## src/rtl/regfile_scoreboard_if.sv

```systemverilog
// regfile_scoreboard_if: read, writeback and issue bundle of the register file
// Signals:
//   ra        NREAD*AW     read addresses, port i at [i*AW +: AW]
//   rd        NREAD*WIDTH  read data, port i at [i*WIDTH +: WIDTH]
//   rd_busy   NREAD        pending-write status of each read address
//   we/wa/wd               writeback enable, address, data
//   iss_valid/iss_wa       issue strobe and destination register
//   ready                  high once the post-reset clear has finished
// Modports: master drives addresses/writeback/issue, slave is the register file.
interface regfile_scoreboard_if #(
    parameter int WIDTH = 32,
    parameter int DEPTH = 32,
    parameter int NREAD = 2,
    parameter int AW    = $clog2(DEPTH)
);
    logic [NREAD*AW-1:0]    ra;
    logic [NREAD*WIDTH-1:0] rd;
    logic [NREAD-1:0]       rd_busy;
    logic                   we;
    logic [AW-1:0]          wa;
    logic [WIDTH-1:0]       wd;
    logic                   iss_valid;
    logic [AW-1:0]          iss_wa;
    logic                   ready;
    modport master (output ra, we, wa, wd, iss_valid, iss_wa, input rd, rd_busy, ready);
    modport slave  (input ra, we, wa, wd, iss_valid, iss_wa, output rd, rd_busy, ready);
endinterface

```

## src/rtl/regfile_scoreboard.sv

```systemverilog
// regfile_scoreboard: multi-read-port register file with write bypass, pending-write scoreboard and post-reset clear
// Ports:
//   clk    system clock, rising edge
//   rst_n  asynchronous active-low reset
//   bus    slave side of regfile_scoreboard_if (read ports, writeback, issue, ready)
module regfile_scoreboard #(
    parameter int WIDTH    = 32,
    parameter int DEPTH    = 32,
    parameter int AW       = $clog2(DEPTH),
    parameter int NREAD    = 2,
    parameter int ZERO_REG = 1
) (
    input  logic                 clk,
    input  logic                 rst_n,
    regfile_scoreboard_if.slave  bus
);
    typedef enum logic {ST_INIT, ST_RUN} state_t;
    state_t            r_state, w_state_nxt;
    logic [AW-1:0]     r_idx, w_idx_nxt;
    logic [DEPTH-1:0]  r_busy, w_busy_nxt;
    logic [WIDTH-1:0]  r_mem [DEPTH];
    logic              w_run, w_wr, w_set;
    assign w_run     = r_state == ST_RUN;
    // Writes and issues to register 0 are dropped when it is hardwired to zero
    assign w_wr      = w_run && bus.we && (ZERO_REG == 0 || bus.wa != '0);
    assign w_set     = w_run && bus.iss_valid && (ZERO_REG == 0 || bus.iss_wa != '0);
    assign bus.ready = w_run;
    always_ff @(posedge clk or negedge rst_n) begin
        if (!rst_n) begin
            r_state <= ST_INIT;
            r_idx   <= '0;
            r_busy  <= '0;
        end else begin
            r_state <= w_state_nxt;
            r_idx   <= w_idx_nxt;
            r_busy  <= w_busy_nxt;
        end
    end
    always_comb begin
        w_state_nxt = r_state;
        w_idx_nxt   = r_idx;
        w_busy_nxt  = r_busy;
        if (!w_run) begin
            w_idx_nxt = r_idx + AW'(1);
            if (r_idx == AW'(DEPTH - 1)) w_state_nxt = ST_RUN;
        end
        // Clear first so that an issue to the retiring register keeps it busy
        if (w_run && bus.we) w_busy_nxt[bus.wa] = 1'b0;
        if (w_set) w_busy_nxt[bus.iss_wa] = 1'b1;
    end
    // Storage has no reset; the sequencer zeroes one entry per cycle instead
    always_ff @(posedge clk) begin
        if (!w_run) r_mem[r_idx] <= '0;
        else if (w_wr) r_mem[bus.wa] <= bus.wd;
    end
    for (genvar i = 0; i < NREAD; i++) begin : g_rd
        logic [AW-1:0] w_ra;
        logic          w_zero;
        logic          w_byp;
        assign w_ra   = bus.ra[i*AW +: AW];
        assign w_zero = ZERO_REG != 0 && w_ra == '0;
        assign w_byp  = w_wr && bus.wa == w_ra;
        assign bus.rd[i*WIDTH +: WIDTH] = (!w_run || w_zero) ? '0 : w_byp ? bus.wd : r_mem[w_ra];
        // A retiring write to this address makes the operand available now
        assign bus.rd_busy[i] = w_run && !(bus.we && bus.wa == w_ra) && r_busy[w_ra];
    end
endmodule

```

## src/flat_wrapper.sv

```systemverilog
// flat-port wrapper written by rule: the top's interface ports become plain ports
module regfile_scoreboard_flat 
#(
    parameter int WIDTH    = 32,
    parameter int DEPTH    = 32,
    parameter int AW       = $clog2(DEPTH),
    parameter int NREAD    = 2,
    parameter int ZERO_REG = 1
)
  (clk, rst_n, bus_ra, bus_we, bus_wa, bus_wd, bus_iss_valid, bus_iss_wa, bus_rd, bus_rd_busy, bus_ready);
  regfile_scoreboard_if #(.WIDTH(WIDTH), .DEPTH(DEPTH), .NREAD(NREAD), .AW(AW)) bus_i ();
  input  logic clk;
  input  logic rst_n;
  input wire logic [$bits(bus_i.ra)-1:0] bus_ra;
  input wire logic [$bits(bus_i.we)-1:0] bus_we;
  input wire logic [$bits(bus_i.wa)-1:0] bus_wa;
  input wire logic [$bits(bus_i.wd)-1:0] bus_wd;
  input wire logic [$bits(bus_i.iss_valid)-1:0] bus_iss_valid;
  input wire logic [$bits(bus_i.iss_wa)-1:0] bus_iss_wa;
  output wire logic [$bits(bus_i.rd)-1:0] bus_rd;
  output wire logic [$bits(bus_i.rd_busy)-1:0] bus_rd_busy;
  output wire logic [$bits(bus_i.ready)-1:0] bus_ready;
  assign bus_i.ra = bus_ra;
  assign bus_i.we = bus_we;
  assign bus_i.wa = bus_wa;
  assign bus_i.wd = bus_wd;
  assign bus_i.iss_valid = bus_iss_valid;
  assign bus_i.iss_wa = bus_iss_wa;
  assign bus_rd = bus_i.rd;
  assign bus_rd_busy = bus_i.rd_busy;
  assign bus_ready = bus_i.ready;
  regfile_scoreboard #(.WIDTH(WIDTH), .DEPTH(DEPTH), .AW(AW), .NREAD(NREAD), .ZERO_REG(ZERO_REG)) u_core (.clk(clk), .rst_n(rst_n), .bus(bus_i));
endmodule
```

## config.mk

```make
export PLATFORM = sky130hd
export DESIGN_NAME = regfile_scoreboard_flat
export DESIGN_NICKNAME = d
export VERILOG_FILES = /design/src/rtl/regfile_scoreboard_if.sv /design/src/rtl/regfile_scoreboard.sv /design/src/flat_wrapper.sv
export SDC_FILE = /design/constraint.sdc
export NUM_CORES = 1
export LEC_CHECK = 0
export CAP_MARGIN = 20
export CORE_UTILIZATION = 40
export CTS_CLUSTER_SIZE = 28
export DETAILED_ROUTE_END_ITERATION = 10
export PLACE_DENSITY = 0.61
export SETUP_SLACK_MARGIN = 0.1
export SLEW_MARGIN = 20
export SYNTH_ARGS = -nofsm -noshare
export SYNTH_HDL_FRONTEND = slang
export SYNTH_SLANG_ARGS = --single-unit
```

## constraint.sdc

```tcl
create_clock -name clk -period 3.62 [get_ports clk]
set_input_delay 0.724 -clock clk [delete_from_list [all_inputs] [get_ports clk]]
set_output_delay 0.724 -clock clk [all_outputs]
set_load 0.01 [all_outputs]
```

==> flow_summary_export.csv <==
group,metric,value,unit
grt,grt_pass1_vias,34300,
finish,comb_area,19500,µm²
placement,post-place-cells,4852,
timing,worst_pin_slew,1.15,ns
setup_path,slowest_delay,0.62,ns
timing,relSlewSlack,22.7,%
grt,grt_usage,26.8,%
timing,setup_violations,21,
drt,wl_per_cell,33.5,µm
setup_path,slowest_stage,"a222oi_1",
synthesis,ys_sh_aoi,6.39,%
setup_path,endpoint_kind,"primary output",
placement,placedInstanceArea,58300,µm²
die,tap_cells,1650,
power,internal_power,0.0216,W
outcome,violations,"setup timing",
finish,seq_share,48.5,%
timing,rsz0062_at_grt,"true",
finish,nNonClkBuffers,758,
power,power_frac_clock,40.0,%
finish,top_regs,"u_core.r_mem (1024), u_core.r_busy (32), u_core.r_idx (5)",
clock_tree,worstSkewPairLatency,0.73,ns
drt,wl,175000,µm
synthesis,simple_gate_area_share,3.07,%
setup_path,r2r_end,"u_core.r_mem[2][8]",
synthesis,syn_inst,2858,
power,power_density,434,nW/µm²
setup_path,crit_cells,10,
clock_tree,cts_resized,548,
setup_path,crit_required,2.90,ns
grt,grt_pass1_wl,245000,µm
outcome,outcome,"finished, violations left",
clock_tree,root_buffer,"clkbuf_16",
die,io_pins,123,
job,drv_cap,0,
finish,register_area,31700,µm²
setup_path,critPathLaunchType,"primary input",
setup_path,worstReg2RegStart,"u_core.bus.ready",
power,power,0.0283,W
finish,final_util,52.0,%
drt,route.met2.wl,78900,µm
die,die_h,358,µm
clock_tree,clkSlewWorstSetupHoldPaths,0.06,ns
finish,top_register,"u_core.r_mem",
setup_path,cp_common_cell,"buf_6",
timing,layout_setup_ws,-0.227,ns
drt,ant_nets,0,
timing,timing_hold_violations_final,0,
setup_path,crit_chain,"buf_16, buf_6, buf_12, mux4_2, mux2_2, a222oi_1, buf_4, mux2i_1, a22o_1, buf_6",
die,die_w,358,µm
drt,drtIter0Drc,4519,
synthesis,async_flop_share,3.58,%
synthesis,yosysWarningCount,0,
timing,whs,0.129,ns
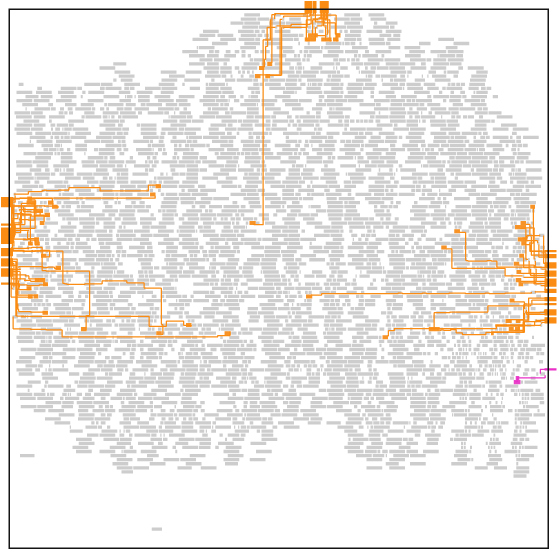
port_nets.png
Drawn at 1.5 px/µm.
[bus_iss_valid] magenta | direction: input | edge: east | end cells: 3 | buffers: 1 | wire: 31.7 µm
[bus_rd] orange | direction: output | edge: 27 west, 24 east, 13 north | end cells: 64 | buffers: 64 | wire: 3550 µm

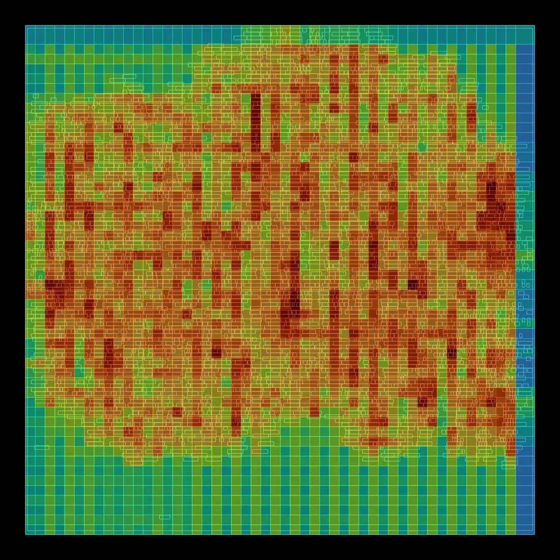
final_congestion.png
busiest grt layer: met2
M1 GR Usage: 37.7%
met3 Use GR: 5.71%

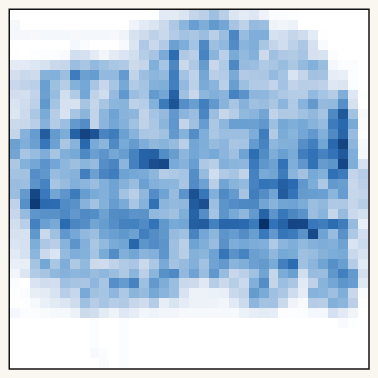
wire_density.png
Drawn at 1 px/µm. 36 x 36 tiles, from white (low) to dark blue (high), scaled to the fullest tile. Values are wire area over tile area, all layers added.
emptiest ninth of the die: south-west
tiles over half the peak: 25%
fullest tile: 0.70
nearly empty tiles: 19%

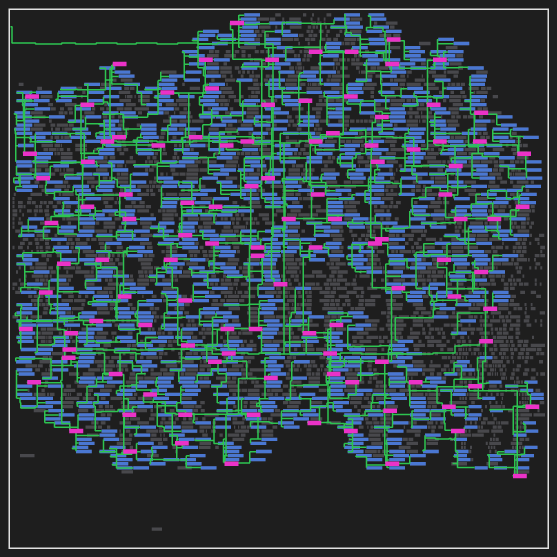
clock_map.png
Drawn at 1.5 px/µm.
[clock wires] green | length: 13200 µm
[flip-flops] blue | count: 1062
[cells driving clock nets] magenta | count: 110
flops lie: all over the die

Power is estimated from default activity; no workload was simulated.
